==> config.mk <==
export PLATFORM = sky130hd
export DESIGN_NAME = id_stage
export DESIGN_NICKNAME = d
export VERILOG_FILES = /design/src/rtl/id_stage.sv
export SDC_FILE = /design/constraint.sdc
export NUM_CORES = 2
export LEC_CHECK = 0
export CORE_MARGIN = 5
export CORE_UTILIZATION = 44
export DETAILED_ROUTE_END_ITERATION = 16
export PLACE_DENSITY = 0.62
export SYNTH_ARGS = -nofsm -noshare
export SYNTH_HDL_FRONTEND = slang
export SYNTH_SLANG_ARGS = --single-unit
==> constraint.sdc <==
create_clock -name clk -period 1.71 [get_ports clk]
set_clock_uncertainty 0.05 [all_clocks]
set_input_delay 0.171 -clock clk [delete_from_list [all_inputs] [get_ports clk]]
set_output_delay 0.171 -clock clk [all_outputs]
set_load 0.1 [all_outputs]
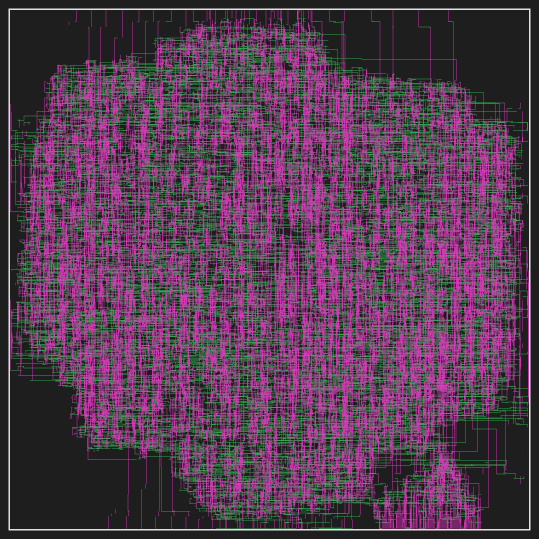
**Above:** wiring by layer.
(1 px per um) Only two layers are drawn.
magenta -> met2  # wire length 182 mm
green -> met1  # wire length 160 mm
via count: 75300
GRT Util Overall: 27.9%

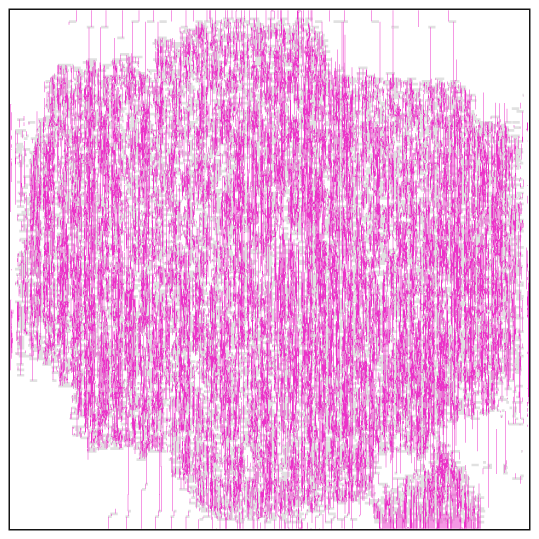
**Above:** M2 wires.
(1 px per um) Cells faint in the background.
wire length on this layer = 182 mm
share of all routed wire = 48%
drt total wl: 381 mm
GR Util met2: 44.5%

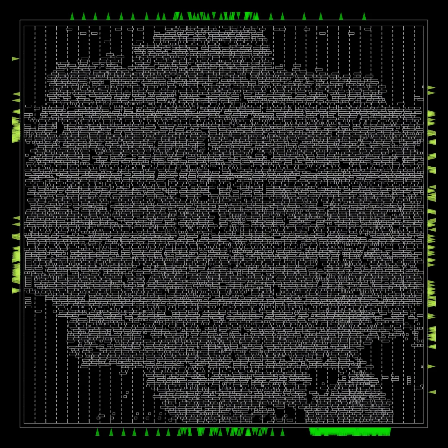
**Above:** placement view.
sequential portion of the cell area: 38.5%
n_taps: 3384
final core utilization: 55.9%

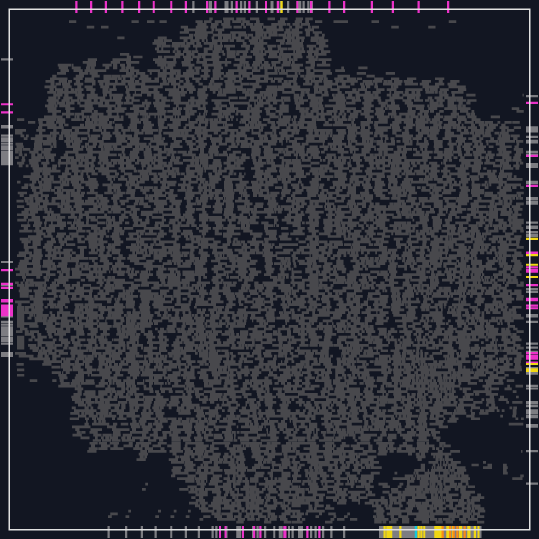
**Above:** pin placement.
(1 px per um) Pins as bars across the die edge, other pins in gray.
yellow -> `instr`  # pins 32, direction input, edge 24 bottom, 7 right, 1 top
magenta -> `ex_a`  # pins 64, direction output, edge 22 top, 18 right, 15 left, 9 bottom
cyan -> `ex_ready`  # pins 1, direction input, edge bottom
orange -> `ex_rd`  # pins 5, direction output, edge bottom
PortBufs: 318
Die Wd: 519 um
Die H: 519 um

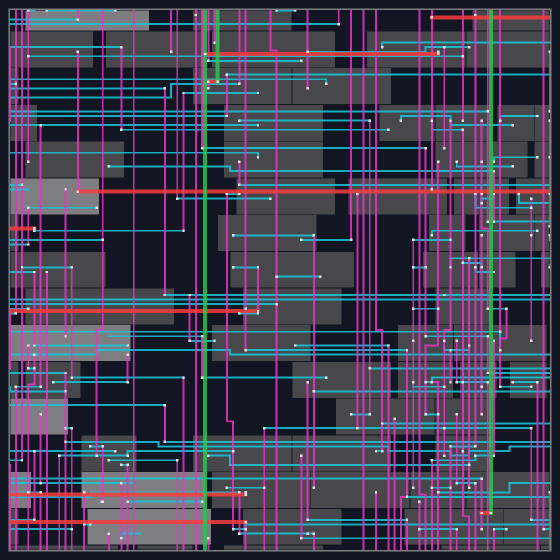
**Above:** close-up of the layout.
Window x 239 to 279, y 239 to 279 um. Cells in gray, sequential cells in the stronger gray; small squares are vias.
red -> met3
cyan -> met1
green -> met4
magenta -> met2
most frequent = buf_12 (26), nand2_4 (13), buf_4 (8)
sequential cells in the window = 5
cells with their middle in the window = 57

==> results.yml <==
# physical design summary
global_routing:
  top_usage_layer: "met2"
  grt-ovfl-total: 0
  grt_pass1_vias: 79700
  grt_start_max_net_pins: 78
  use_met3_pct: 5.03
routing:
  dr_wl_met2_mm: 182
  wl_met1_mm: 160
  firstDrtPassIters: 6
  avgRoutedWirePerCell_um: 32.0
  ant_nets: 0
sta:
  slew_headroom_pct: 18.0
  finalCriticalPeriod_ns: 2.63
  tightest_slew_ns: 1.23
  hold_slack_ns: 0.0652
  rsz0062_at_grt: "true"
  report.final.hold_viol_count: 0
  setup_violations: 321
  period_used_pct: 154
  setup_ws_ns: -0.922
cts:
  root_buffer: "clkbuf_16"
  postCtsSetupBuffers: 105
  clockBufferDepth: 3
  clk_latency_ns: 0.89
  cts_tree: "built"
  numCtsBuffers: 236
  htreeDepth: 4
cells_and_area:
  fillers: 20100
  sh_comb_area_pct: 38.5
  largestClassByArea: "multi-input combinational cells"
  largest_reg_flops: 2048
  nonClkBufAreaFrac_pct: 14.4
  nClkBuffers: 349
  layout.cells.non_filler: 11900
  lay_top_count: "dfrtp_1"
  final-clk-cell-share_pct: 5.61
  area_delta_synth_final_pct: 26.2
  lay_top_cells: "2127 x dfrtp_1, 2083 x mux2_2, 1006 x mux4_2, 775 x buf_4, 570 x buf_12"
  buffers_excl_clock: 1584
setup_path:
  crit_top_cell: "buf_12"
  worst-path-stages: 10
  critPathKind: "in2out"
  cp-end-kind: "primary output"
  crit_family: "buffers and inverters"
  cp_cell_sequence: "buf_6, dlygate4sd3_1, buf_4, buf_12, xor2_1, nor2_1, nand4_1, a21oi_2, nor2_4, buf_12"
  crit_path_start_kind: "input pin"
  path_max_fanout: 14
logic_synthesis:
  synthCells: 7386
  yosys_area_um2: 114000
  avgSynthCellArea_um2: 15.4
  synthSimpleGateAreaFrac_pct: 1.66
  syn_area_um2: 114000
  ys_ff: 2207
  synth_cell_types: 55
  synthAoiAreaFrac_pct: 3.38
  adder_share_pct: 0
  topCellsByArea: "dfrtp_1 48%, mux2_2 21%, mux4_2 20%"
  ys_async_sr_fraction_pct: 100
  yosys.stat.seqShare_pct: 48.5
  synth_top_area_share_pct: 48.5
power_and_ir_drop:
  p_comb_w: 0.0417
  seqPwrFrac_pct: 42.7
  power.total_w: 0.165
  peakVddDrop_uv: 1120
  p_clk_share_pct: 32.2
  switching_power_w: 0.0491
placed_design:
  dpl.hpwl_mm: 247
  placed_area_um2: 132000
  post-place-ws_ns: -0.959
  dp_cells: 11300
floorplanning:
  io_pins: 321
  dieArea_um2: 269000
  num_rows: 186
worst_hold_path:
  hp-class: "in2async"
run_status:
  status: "finished, violations left"
  violations: "negative setup slack"
flow_run:
  warnings: 30
  maxCapViolations: 0
